**src/rtl/pipe_hazard_ctrl.sv**
```systemverilog
// Stall/flush sequencer for the 5-stage redirect pipeline.
// Build option: define PIPE_PERF_CNT_EN to enable the stall_cycles counter.
module pipe_hazard_ctrl #(
   parameter int MDU_LAT = 4,
   parameter int CNT_W   = 3
) (
   input  logic        clk,
   input  logic        rst,
   input  logic [4:0]  id_rs,
   input  logic [4:0]  id_rt,
   input  logic        id_use_rs,
   input  logic        id_use_rt,
   input  logic        id_mdu_rd,
   input  logic [4:0]  ex_wr_reg,
   input  logic        ex_is_load,
   input  logic        ex_redirect,
   input  logic        ex_mdu_start,
   input  logic        wb_halt,
   output logic        pc_en,
   output logic        ifid_en,
   output logic        ifid_clr,
   output logic        idex_clr,
   output logic        exmem_en,
   output logic        memwb_en,
   output logic        mdu_busy,
   output logic [31:0] stall_cycles
);

   typedef enum logic [1:0] {
      RUN      = 2'd0,
      MDU_WAIT = 2'd1,
      HALT     = 2'd2
   } state_t;

   localparam logic [CNT_W-1:0] RELOAD = CNT_W'(MDU_LAT - 1);
   localparam logic [CNT_W-1:0] ONE    = CNT_W'(1);
   localparam logic             MULTI  = (MDU_LAT > 1);

   state_t           state, state_nx;
   logic [CNT_W-1:0] mdu_cnt, cnt_nx;
   logic             lu, mr, st;

   assign lu = ex_is_load && (ex_wr_reg != 5'd0) &&
               ((id_use_rs && (id_rs == ex_wr_reg)) ||
                (id_use_rt && (id_rt == ex_wr_reg)));
   assign mr = (state == MDU_WAIT) && id_mdu_rd;
   assign st = (lu || mr) && !ex_redirect;

   always_ff @(posedge clk or posedge rst) begin
      if (rst) begin
         state   <= RUN;
         mdu_cnt <= '0;
      end else begin
         state   <= state_nx;
         mdu_cnt <= cnt_nx;
      end
   end

   // Counter holds the MDU_WAIT cycles still to go, so busy lasts MDU_LAT cycles.
   always_comb begin
      state_nx = state;
      cnt_nx   = mdu_cnt;
      unique case (state)
         RUN: begin
            if (wb_halt) begin
               state_nx = HALT;
            end else if (ex_mdu_start && MULTI) begin
               state_nx = MDU_WAIT;
               cnt_nx   = RELOAD;
            end
         end
         MDU_WAIT: begin
            if (wb_halt) begin
               state_nx = HALT;
            end else if (ex_mdu_start) begin
               cnt_nx = RELOAD;
            end else if (mdu_cnt <= ONE) begin
               state_nx = RUN;
               cnt_nx   = '0;
            end else begin
               cnt_nx = mdu_cnt - ONE;
            end
         end
         HALT: begin
            state_nx = HALT;
         end
         default: begin
            state_nx = RUN;
            cnt_nx   = '0;
         end
      endcase
   end

   always_comb begin
      pc_en    = 1'b1;
      ifid_en  = 1'b1;
      ifid_clr = 1'b0;
      idex_clr = 1'b0;
      exmem_en = 1'b1;
      memwb_en = 1'b1;
      mdu_busy = 1'b0;
      priority case (1'b1)
         rst: begin
         end
         (state == HALT): begin
            pc_en    = 1'b0;
            ifid_en  = 1'b0;
            exmem_en = 1'b0;
            memwb_en = 1'b0;
         end
         default: begin
            pc_en    = !st;
            ifid_en  = !st;
            ifid_clr = ex_redirect;
            idex_clr = ex_redirect || st;
            mdu_busy = (state == MDU_WAIT) || ex_mdu_start;
         end
      endcase
   end

`ifdef PIPE_PERF_CNT_EN
   logic [31:0] stall_q;

   always_ff @(posedge clk or posedge rst) begin
      if (rst) begin
         stall_q <= '0;
      end else if ((state != HALT) && !pc_en) begin
         stall_q <= stall_q + 32'd1;
      end
   end

   assign stall_cycles = stall_q;
`else
   assign stall_cycles = 32'd0;
`endif

endmodule
```
**config.mk**
```make
export PLATFORM = sky130hd
export DESIGN_NAME = pipe_hazard_ctrl
export DESIGN_NICKNAME = d
export VERILOG_FILES = /design/src/rtl/pipe_hazard_ctrl.sv
export SDC_FILE = /design/constraint.sdc
export NUM_CORES = 1
export LEC_CHECK = 0
export CAP_MARGIN = 30
export CORE_ASPECT_RATIO = 1.1
export CORE_MARGIN = 2
export CORE_UTILIZATION = 35
export DETAILED_ROUTE_END_ITERATION = 10
export PLACE_DENSITY = 0.93
export SKIP_CTS_REPAIR_TIMING = 1
export SLEW_MARGIN = 25
export SYNTH_ARGS = -nofsm -noshare
export SYNTH_HDL_FRONTEND = slang
export SYNTH_SLANG_ARGS = --single-unit
```
**constraint.sdc**
```tcl
create_clock -name clk -period 2.9 [get_ports clk]
set_input_delay 0.29 -clock clk [delete_from_list [all_inputs] [get_ports clk]]
set_output_delay 0.29 -clock clk [all_outputs]
set_load 0.01 [all_outputs]
```
==> results_slide.txt <==
Flow Results at a Glance

Outcome
  – Status: completed

Detailed routing
  – Metal2 WL: slightly above 900 um
  – Wl on met1: between 400 and 500 um
  – Vias/cell: about 4.3
  – Final ANT Viol Nets: 0
  – WL/cell: between 10 and 15 um
  – Initial DRC Count: 2
  – Vias: between 600 and 700
  – Final WL: ~1600 um
  – Drt first pass iters: 2
  – Top Metal Used: met4
  – DRC errors left: 0
  – Met3 WL post-DR: about 150 um

Layout
  – Share of cells above drive strength 1: under 10%
  – Bufs w/o clock: 30
  – Top cells excl fill/tap: conb_1 (32), clkdlybuf4s50_1 (30), o21ai_0 (9)
  – Biggest Area Class: multi-input combinational cells
  – Register area: 125.1 um^2
  – Comb. cell area: ~480 um^2
  – ANT cells: 0
  – Layout Utilization: around half
  – Final Cell Area: ~980 um^2
  – Multi-input comb cells: 82
  – Invs w/o clock: 5
  – Layout Nets: 153
  – Combinational share of cell area: between 40% and 50%
  – Final clock-cell share: 2.668%
  – Final Non-Filler Cells: 154
  – Final-layout non-clock buffer area share: 30.50%
  – Flop Count: 5
  – Synth-to-layout area growth: 29.23%
  – Top cell excl fill/tap: conb_1
  – FILL cells: approximately 200

Power
  – Int Power: between 0.2 and 0.3 mW
  – Total Power: approximately 0.47 mW
  – Logic pwr share: 56.2%
  – PwrDens: approximately 480 mW/mm^2
  – Flop pwr share: around a quarter
  – Top pwr grp: combinational logic
  – Switching pwr: around 0.19 mW
  – Leak: approximately 0.44 nW
  – Comb. pwr: 0.264 mW
  – Sequential logic power: between 0.1 and 0.15 mW
  – Sw frac: between 40% and 50%

Placed design
  – RePlAce Congestion: ~0.78
  – Post-DP HPWL: 1388 um
  – Instance area at placement: around 960 um^2
  – Buffers added on ports: 30
  – Dpl cells: approximately 150
  – Setup WS pre-CTS: a little over 0.2 ns

Final timing
  – Setup WS post-layout: around 0.23 ns
  – Setup TNS: 0 ns
  – Unrepaired setup endpoints after global routing: no
  – Tcrit/Tclk final: 92.10%
  – Max Freq: 374.4 MHz
  – WHS: 0.4208 ns
  – Setup violators final: 0
  – Slew Viols, Final: 0
  – Minimum clock period after layout: approximately 2.7 ns
  – Final hold vios: 0

Logic synthesis
  – Xor/xnor share of the synthesized area: roughly 11%
  – Synthesized area: ~760 um^2
  – Synth Instances: around 95
  – Ys async rst share: 100.0%
  – Top cells by area: buf_4 (33%), dfrtp_1 (16%), xor2_1 (9.2%)
  – Post-synth top cells: buf_4 (34), o21ai_0 (9), xor2_1 (8)
  – Distinct lib cells used: 29
  – Yosys warning tally: 0
  – Synthesized area per cell: approximately 8.0 um^2
  – Max-area cell share: between 30% and 40%
  – Yosys aoi share: between 15 and 20%
  – Most frequent cell after synthesis: buf_4
  – Primary FF master, synth: dfrtp_1
  – Yosys Instances: around 95
  – Number of synthesized flops with an enable pin: 0
  – Simple share: about 15%
  – Mux area share: 0%
  – Top non-seq family: buffers and inverters
  – Seq/Total Area, Yosys: ~16%
  – Synth Area in Adders: about 3.3%
  – Area leader, netlist: buf_4
  – Ys flops: 5
  – YS chip area: 762.0 um^2

Floorplan
  – Init Core Util: 37.32%
  – Chip area: roughly 0.0026 mm^2
  – IO Count: 63
  – Well Taps: 28

CTS
  – Root buf cell: clkbuf_4
  – CTS HTree Levels: 1
  – CTS tree: built
  – CTS max path bufs: 2
  – Clock transition at the registers of the reported paths: around 0.050 ns

Critical path
  – Slowest-stage cell, CP: clkdlybuf4s50_1
  – Cell family with most CP delay: buffers and inverters
  – Most frequent cell on the critical path: clkdlybuf4s50_1
  – CP Launch Type: primary input
  – Max incr delay on CP: between 0.6 and 0.7 ns
  – Crit path cell chain: clkdlybuf4s50_1 > xor2_1 > nor4_2 > a32oi_1 > o41ai_1 > clkdlybuf4s50_1
  – WS Path Type: in2out
  – Arr. time, crit path: about 2.4 ns
  – CP Capture Type: output port
  – Crit path buf inv count: 2
  – Worst-path fanout max: 3
  – Required time worst endpoint: between 2 and 3 ns

Job
  – Log Warnings: 27
  – Max-Cap Viols: 0

Global route
  – Grt met2 use: around a quarter
  – Largest net degree at the start of global routing: 9
  – GR Util All Layers: 11.78%
  – GRT met1 Usage: just over 10%
  – Initial antenna violation count: 0
  – Congestion Overflow GR: 0
  – Met3 Track Usage GR: 1.977%
  – First-pass GRT wire length: about 2300 um
  – Number of global-route vias before repair: 616
  – GRT Max-Usage Layer: met2

Worst hold path
  – Hold Path Class: in2async
==> final timing paths <==
kind / startpoint / depth (start not counted) / slack, ns / to
worst max-delay path: ex_wr_reg[3] / 6 / 0.23 / idex_clr
worst min-delay path: rst / 2 / 0.42 / state[1]$_DFFE_PP0P_
worst max register to register: mdu_cnt[0]$_DFFE_PP0P_ / 5 / 1.57 / mdu_cnt[0]$_DFFE_PP0P_
max in group asynchronous: rst / 2 / 2.28 / mdu_cnt[1]$_DFFE_PP0P_
min in group clk: mdu_cnt[1]$_DFFE_PP0P_ / 1 / 0.54 / mdu_cnt[1]$_DFFE_PP0P_
worst min register to register: mdu_cnt[1]$_DFFE_PP0P_ / 1 / 0.54 / mdu_cnt[1]$_DFFE_PP0P_
==> sequential cells by signal, summed over array words and instances, names as in the netlist <==
name,count
state,2
mdu_cnt,3
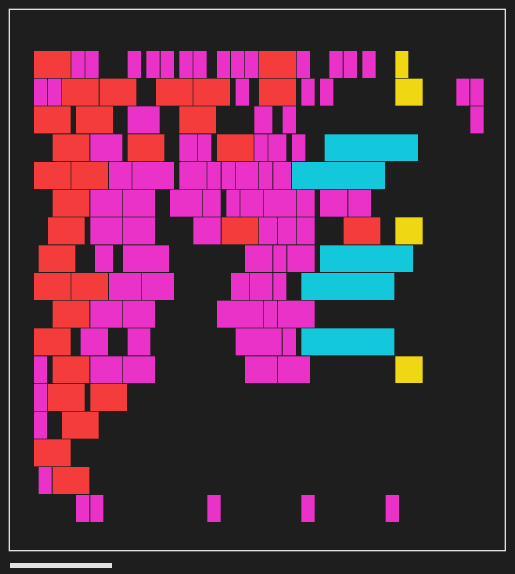
**Above:** placed cells, one colour a class.
Bar = 10 um.
magenta -> all other logic  # cells 87, share of their area 52%
red -> other buffers and delay cells  # cells 30, share of their area 32%
yellow -> clock drivers and dummy loads  # cells 4, share of their area 2.8%
cyan -> flip-flops  # cells 5, share of their area 13%
area of the core: 0.002042 mm^2
fraction of area in registers: 12.71%
FP Rows: 17

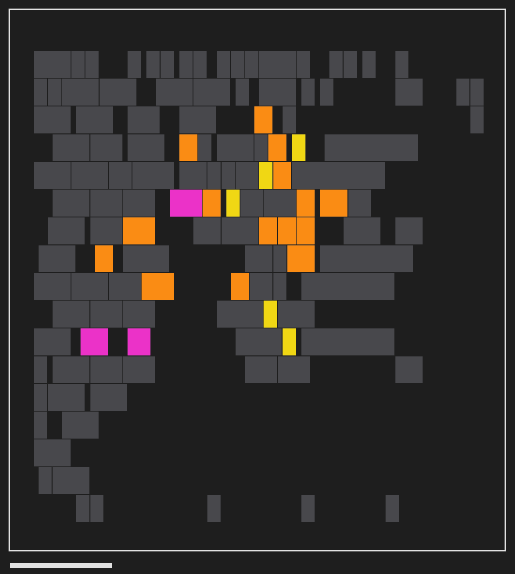
**Above:** logic cells by family.
Bar = 10 um.
magenta -> AND and OR gates  # cells 3
orange -> inverting AOI/OAI gates  # cells 15, where centre
yellow -> inverters  # cells 5

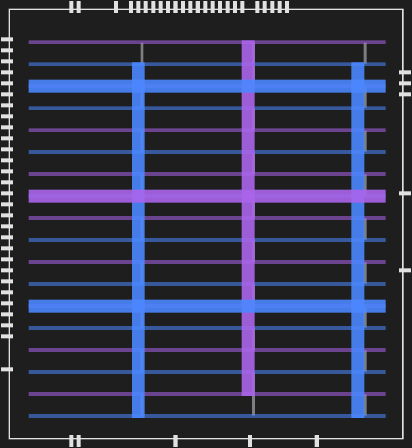
**Above:** power grid.
Pins as bars on the die edge. Tap cells in grey.
blue -> VSS
purple -> VDD
tap cells = 28
rows = 17
met5 straps = 3
signal pins = 63
met4 straps = 3
Max IR drop VDD: 0.2452 mV
die span in x: 48.49 um
DIE HEIGHT: 52.94 um

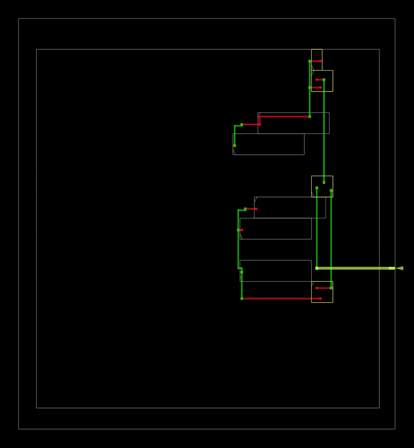
**Above:** clock nets.
clock buf count: 4
CTS buffer count: 3
P_clk: 0.0813 mW
clk sinks: 5
clock skew: 0.0004838 ns

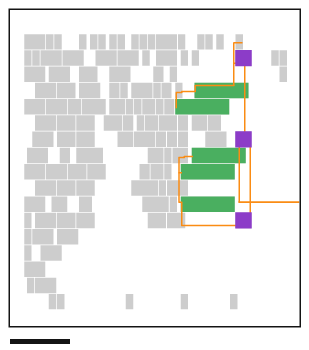
**Above:** clock wires, drivers and flops.
Bar = 10 um.
green -> flip-flops  # count 5
purple -> cells driving clock nets  # count 3
orange -> clock wires  # length 97.1 um
routed clock nets = 4
clk_lat worst skew: 0.24 ns
clock power share: 17.3%

Power is estimated from default activity; no workload was simulated.
